`config.mk`:
```
export PLATFORM = sky130hd
export DESIGN_NAME = pipe_hazard_ctrl
export DESIGN_NICKNAME = d
export VERILOG_FILES = /design/src/rtl/pipe_hazard_ctrl_pkg.sv /design/src/rtl/hzd_fwd_unit.sv /design/src/rtl/pipe_hazard_ctrl.sv
export SDC_FILE = /design/constraint.sdc
export NUM_CORES = 1
export LEC_CHECK = 0
export ABC_AREA = 1
export CELL_PAD_IN_SITES_DETAIL_PLACEMENT = 1
export CELL_PAD_IN_SITES_GLOBAL_PLACEMENT = 1
export CORE_ASPECT_RATIO = 0.6
export CORE_MARGIN = 2
export CORE_UTILIZATION = 34
export CTS_BUF_LIST = sky130_fd_sc_hd__clkbuf_4
export DETAILED_ROUTE_END_ITERATION = 10
export GPL_TIMING_DRIVEN = 1
export PLACE_DENSITY = 0.81
export SYNTH_ARGS = -nofsm -noshare
export SYNTH_HDL_FRONTEND = slang
export SYNTH_HIERARCHICAL = 1
export SYNTH_SLANG_ARGS = --single-unit
```
`constraint.sdc`:
```
create_clock -name clk_i_hzd -period 1.95 [get_ports clk_i_hzd]
set_input_delay 0.2925 -clock clk_i_hzd [delete_from_list [all_inputs] [get_ports clk_i_hzd]]
set_output_delay 0.2925 -clock clk_i_hzd [all_outputs]
set_load 0.03 [all_outputs]
```
`src/rtl/pipe_hazard_ctrl_pkg.sv`:
```
// Shared types for the pipeline hazard controller: forwarding selects, FSM states, stage controls.
// No logic; no latency; no backpressure.
package pipe_hazard_ctrl_pkg;

    localparam int TMO_W = 8;

    typedef logic [1:0] fwd_sel_t;
    localparam fwd_sel_t FWD_RF     = 2'b00;
    localparam fwd_sel_t FWD_MEMWB  = 2'b01;
    localparam fwd_sel_t FWD_EXEMEM = 2'b10;

    typedef enum logic {
        HZD_RUN     = 1'b0,
        HZD_MEMWAIT = 1'b1
    } hzd_state_t;

    typedef struct packed {
        logic pc_stall;
        logic ifid_stall;
        logic ifid_flush;
        logic idexe_stall;
        logic idexe_flush;
        logic exemem_stall;
        logic memwb_flush;
        logic pc_sel;
    } hzd_ctl_t;

endpackage

```
`src/rtl/hzd_fwd_unit.sv`:
```
// Operand forwarding select from EXE/MEM and MEM/WB destination compares; x0 never forwarded.
// Combinational, zero latency.
// No backpressure; never gated by stalls.
module hzd_fwd_unit
    import pipe_hazard_ctrl_pkg::*;
#(
    parameter int REG_AW = 5
) (
    input  logic [REG_AW-1:0] src,
    input  logic [REG_AW-1:0] exemem_rd,
    input  logic              exemem_wen,
    input  logic [REG_AW-1:0] memwb_rd,
    input  logic              memwb_wen,
    output fwd_sel_t          sel
);

    logic hit_exemem;
    logic hit_memwb;

    assign hit_exemem = exemem_wen && (exemem_rd != '0) && (exemem_rd == src);
    assign hit_memwb  = memwb_wen  && (memwb_rd  != '0) && (memwb_rd  == src);

    // The younger EXE/MEM result wins when both stages write the same register.
    always_comb begin
        sel = FWD_RF;
        if (hit_exemem) begin
            sel = FWD_EXEMEM;
        end else if (hit_memwb) begin
            sel = FWD_MEMWB;
        end
    end

endmodule

```
`src/rtl/pipe_hazard_ctrl.sv`:
```
// Stall/flush/forwarding controller for the 5-stage pipeline, with saturating debug counters.
// Controls are Mealy on state + inputs, zero latency; counters/flags update on the clock.
// Memory wait stalls everything up to EXE/MEM and bubbles MEM/WB until ready or timeout.
module pipe_hazard_ctrl
    import pipe_hazard_ctrl_pkg::*;
#(
    parameter int REG_AW  = 5,
    parameter int CNT_W   = 16,
    parameter int MEM_TMO = 15
) (
    input  logic              clk_i_hzd,
    input  logic              reset_i_hzd,
    input  logic [REG_AW-1:0] id_rs1_i,
    input  logic [REG_AW-1:0] id_rs2_i,
    input  logic              id_use_rs1_i,
    input  logic              id_use_rs2_i,
    input  logic [REG_AW-1:0] idexe_rd_i,
    input  logic              idexe_memrd_i,
    input  logic [REG_AW-1:0] idexe_rs1_i,
    input  logic [REG_AW-1:0] idexe_rs2_i,
    input  logic [REG_AW-1:0] exemem_rd_i,
    input  logic              exemem_wen_i,
    input  logic [REG_AW-1:0] memwb_rd_i,
    input  logic              memwb_wen_i,
    input  logic              br_taken_i,
    input  logic              mem_req_i,
    input  logic              mem_ready_i,
    output logic              pc_stall_o,
    output logic              ifid_stall_o,
    output logic              ifid_flush_o,
    output logic              idexe_stall_o,
    output logic              idexe_flush_o,
    output logic              exemem_stall_o,
    output logic              memwb_flush_o,
    output logic              pc_sel_o,
    output logic [1:0]        fwd_a_o,
    output logic [1:0]        fwd_b_o,
    output logic              mem_err_o,
    output logic [CNT_W-1:0]  stall_cnt_o,
    output logic [CNT_W-1:0]  flush_cnt_o
);

    hzd_state_t       state;
    logic [TMO_W-1:0] wait_cnt;
    logic [TMO_W-1:0] wait_cnt_nxt;
    logic             mem_wait;
    logic             redirect;
    logic             load_use;
    hzd_ctl_t         ctl;
    fwd_sel_t         fwd_a;
    fwd_sel_t         fwd_b;

    hzd_fwd_unit #(.REG_AW(REG_AW)) u_fwd_a (
        .src        (idexe_rs1_i),
        .exemem_rd  (exemem_rd_i),
        .exemem_wen (exemem_wen_i),
        .memwb_rd   (memwb_rd_i),
        .memwb_wen  (memwb_wen_i),
        .sel        (fwd_a)
    );

    hzd_fwd_unit #(.REG_AW(REG_AW)) u_fwd_b (
        .src        (idexe_rs2_i),
        .exemem_rd  (exemem_rd_i),
        .exemem_wen (exemem_wen_i),
        .memwb_rd   (memwb_rd_i),
        .memwb_wen  (memwb_wen_i),
        .sel        (fwd_b)
    );

    assign load_use = idexe_memrd_i && (idexe_rd_i != '0) &&
                      ((id_use_rs1_i && (id_rs1_i == idexe_rd_i)) ||
                       (id_use_rs2_i && (id_rs2_i == idexe_rd_i)));

    // A taken branch seen while memory stalls stays parked in EXE and is taken on the ready cycle.
    assign mem_wait = !mem_ready_i && (mem_req_i || (state == HZD_MEMWAIT));
    assign redirect = !mem_wait && br_taken_i;

    always_comb begin
        ctl = '0;
        if (reset_i_hzd) begin
            if (mem_wait) begin
                ctl.pc_stall     = 1'b1;
                ctl.ifid_stall   = 1'b1;
                ctl.idexe_stall  = 1'b1;
                ctl.exemem_stall = 1'b1;
                ctl.memwb_flush  = 1'b1;
            end else if (redirect) begin
                ctl.pc_sel      = 1'b1;
                ctl.ifid_flush  = 1'b1;
                ctl.idexe_flush = 1'b1;
            end else if (load_use) begin
                ctl.pc_stall    = 1'b1;
                ctl.ifid_stall  = 1'b1;
                ctl.idexe_flush = 1'b1;
            end
        end
    end

    assign pc_stall_o     = ctl.pc_stall;
    assign ifid_stall_o   = ctl.ifid_stall;
    assign ifid_flush_o   = ctl.ifid_flush;
    assign idexe_stall_o  = ctl.idexe_stall;
    assign idexe_flush_o  = ctl.idexe_flush;
    assign exemem_stall_o = ctl.exemem_stall;
    assign memwb_flush_o  = ctl.memwb_flush;
    assign pc_sel_o       = ctl.pc_sel;
    assign fwd_a_o        = reset_i_hzd ? fwd_a : FWD_RF;
    assign fwd_b_o        = reset_i_hzd ? fwd_b : FWD_RF;

    assign wait_cnt_nxt = wait_cnt + TMO_W'(1);

    always_ff @(posedge clk_i_hzd or negedge reset_i_hzd) begin
        if (!reset_i_hzd) begin
            state       <= HZD_RUN;
            wait_cnt    <= '0;
            mem_err_o   <= 1'b0;
            stall_cnt_o <= '0;
            flush_cnt_o <= '0;
        end else begin
            if (ctl.pc_stall && (stall_cnt_o != '1)) begin
                stall_cnt_o <= stall_cnt_o + CNT_W'(1);
            end
            if (redirect && (flush_cnt_o != '1)) begin
                flush_cnt_o <= flush_cnt_o + CNT_W'(1);
            end
            case (state)
                HZD_RUN: begin
                    wait_cnt <= '0;
                    if (mem_req_i && !mem_ready_i) begin
                        state <= HZD_MEMWAIT;
                    end
                end
                HZD_MEMWAIT: begin
                    if (mem_ready_i) begin
                        state    <= HZD_RUN;
                        wait_cnt <= '0;
                    end else if (wait_cnt_nxt == TMO_W'(MEM_TMO)) begin
                        // Give up on the access so the core cannot hang forever.
                        state     <= HZD_RUN;
                        wait_cnt  <= '0;
                        mem_err_o <= 1'b1;
                    end else begin
                        wait_cnt <= wait_cnt_nxt;
                    end
                end
                default: begin
                    state    <= HZD_RUN;
                    wait_cnt <= '0;
                end
            endcase
        end
    end

endmodule

```
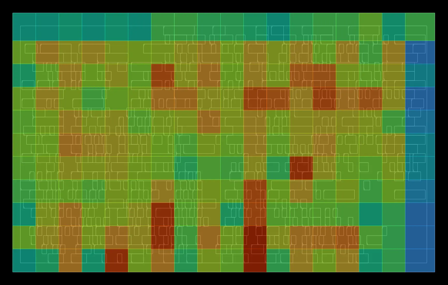
(congestion heat map)
total global routing track utilization: 20.55%
routing usage on met2: 31.77%
most heavily used metal layer in global routing: met2
global routing met3 resource utilization: 4.396%

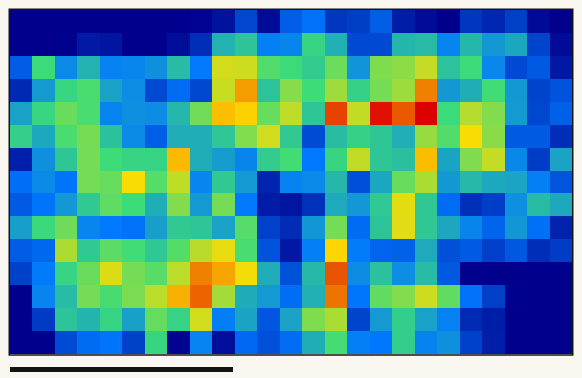
(wiring heat map)
Scale bar: 50 um. 25 x 15 tiles, from dark blue (low) to red (high), scaled to the fullest tile. Values are wire area over tile area, all layers added.
mean over tiles: 0.15
fullest tile: 0.44
nearly empty tiles: 9.3%
tiles over half the peak: 25%
via count: 3202
Avg WL per Cell: 14.48 um

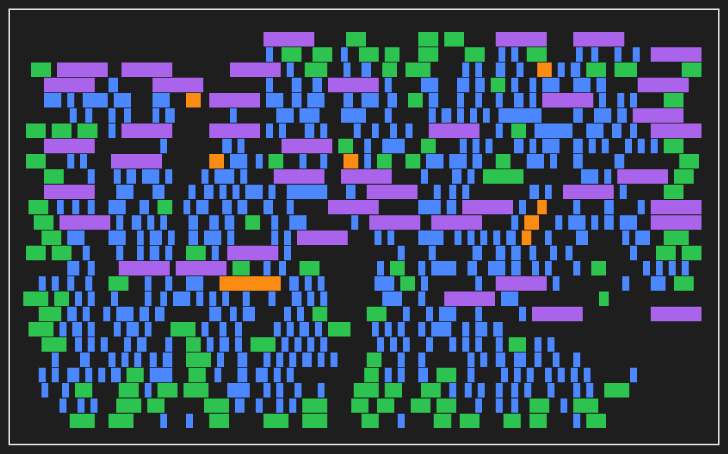
(cells colored by class)
legend:
  blue:
    class: all other logic
    cells: 405
    share_of_their_area: 48%
  green:
    class: other buffers and delay cells
    cells: 103
    share_of_their_area: 25%
  purple:
    class: flip-flops
    cells: 42
    share_of_their_area: 26%
  orange:
    class: clock drivers and dummy loads
    cells: 8
    share_of_their_area: 1.9%
Placeable Area: 8588 sq um
number of rows in the core area: 26
Non-Filler Cell Area, Final: 4249 sq um
final cell utilization of the core: 49.48%

==> results.cfg <==
; synthesis and place-and-route metrics
[worst_setup_path]
worstSetupStartpoint = stall_cnt_o[5]
critPathCaptureType = output pin
cp_num_cells = 1
timing.critical_path.arrival_ns = 1.60
path_cells = clkdlybuf4s50_1
rrSetupSlack_ns = 0.16
cp-endpoint = stall_cnt_o[5]
start_kind = register
critical-path-slowest-cell = sky130_fd_sc_hd__clkdlybuf4s50_1
critPathTopFamily = buffers and inverters
reg2reg_depth = 9
rr_startpoint = stall_cnt_o[1]
worst-path-buf-inv = 1

[layout]
insertedDiodeCount = 0
mostFrequentLayoutCell = sky130_fd_sc_hd__nand2_1
finish.cell_count_without_fillers = 670
clkCellAreaFrac_pct = 1.826
comb.multi_input.count = 329
num-nonclk-inverters = 76
layout-drive-gt1-share_pct = 12.72
layout.non_clock_buffers = 103
non_clock_buffer_area_share_pct = 24.00
nNetsFinal = 606
multi_input_comb_area_sq_um = 1675
fillerInstances = 1118
area.share.combinational_pct = 39.43
layout.cells.largest_class = logic gates

[grt]
first_global_vias = 3339
pin_count_of_the_biggest_net_entering_global_routing = 25
antenna_found_initial = 0
grt_pass1_wl_mm = 16.27

[logic_synthesis]
ys_chip_area_sq_um = 3043
synth_cell_type_count = 28
synthesized_area_sq_um = 3043
area_leaders = sky130_fd_sc_hd__dfrtp_1, sky130_fd_sc_hd__nand2_1, sky130_fd_sc_hd__inv_1
synth.area.mux_share_pct = 0
synth.cellmix.compoundShare_pct = 3.207
area_share_of_xor_xnor_cells_in_the_synthesized_design_pct = 9.498
yosys_instances = 456
adder_share_synth_pct = 1.645
synthCells = 456
yosys-dominant-comb-family = simple AND/OR/NAND/NOR gates
postSynth.asyncResetShare_pct = 100.0
synth_top_cell_by_area = sky130_fd_sc_hd__dfrtp_1
synth_largest_type_area_fraction_pct = 34.54
ys_seq_elements = 42
yosys_most_used_dff = sky130_fd_sc_hd__dfrtp_1

[die]
die-width_um = 126.1
floorplan.die_area_sq_um = 9747
floorplan.io_pins = 90
num_tap_cells = 112

[cts]
max-clock-path-buffers = 2
tritoncts.num_buffers = 5
cts.clk_slew.worst_paths_ns = 0.14
clock.latency.late_pin_ns = 0.37
tritoncts = done

[placement]
place_congestion = 0.8413
pre_cts_ws_ns = -0.1059
place.port_buffers = 89
place.detailed.instances = 659
detailedPlacementHpwl_mm = 7.618
place_area_sq_um = 4053

[power_and_ir_drop]
pnr_total_power_w = 0.002721
pwr_density_cell_nw_per_um2 = 640.5
ir_drop_worst_vdd_uv = 691.3

[sta]
hold_ws_ns = 0.02360
report.final.hold_viol_count = 0
rsz0062_at_grt = true
fmax_mhz = 527.5
max_slew.worst_pin.slew_ns = 0.3686

[routing]
postRouteAntennaNets = 0
viasPerCell = 4.779
route.final.wire_length_mm = 9.703
detail_route.drc_violations = 0
initialDrtViolationCount = 164

[run_status]
outcome = finished, final reports clean

[job]
stage_log_warnings = 28

[hold_path]
min_path_type = in2async
## what timing repair did
action	4_1_cts	5_1_grt
pin swaps	6	15
setup buffers	2	1
resized	16	39
endpoints found under the setup margin	7	25
## per-layer routing
metal | global-route usage, % | part of all wire [%]
met3 | 4.396 | 3.5
met5 | 0 | 0
met4 | 3.297 | 0.83
met1 | 29.96 | 51
met2 | 31.77 | 44
## power by group
part,internal (W),total (W),switching [W],leakage (nW)
clock,0.000266,0.000596,0.000330,0.0450
combinational,0.000417,0.000996,0.000579,1.78
sequential,0.000977,0.00113,0.000153,0.552
## registers in the layout, summed over array words and instances, names as in the netlist
name,cells
wait_cnt,8
mem_err_o,1
state,1
flush_cnt_o,16
stall_cnt_o,16
Power figures rest on the tool's default switching activity, not on a simulated workload.
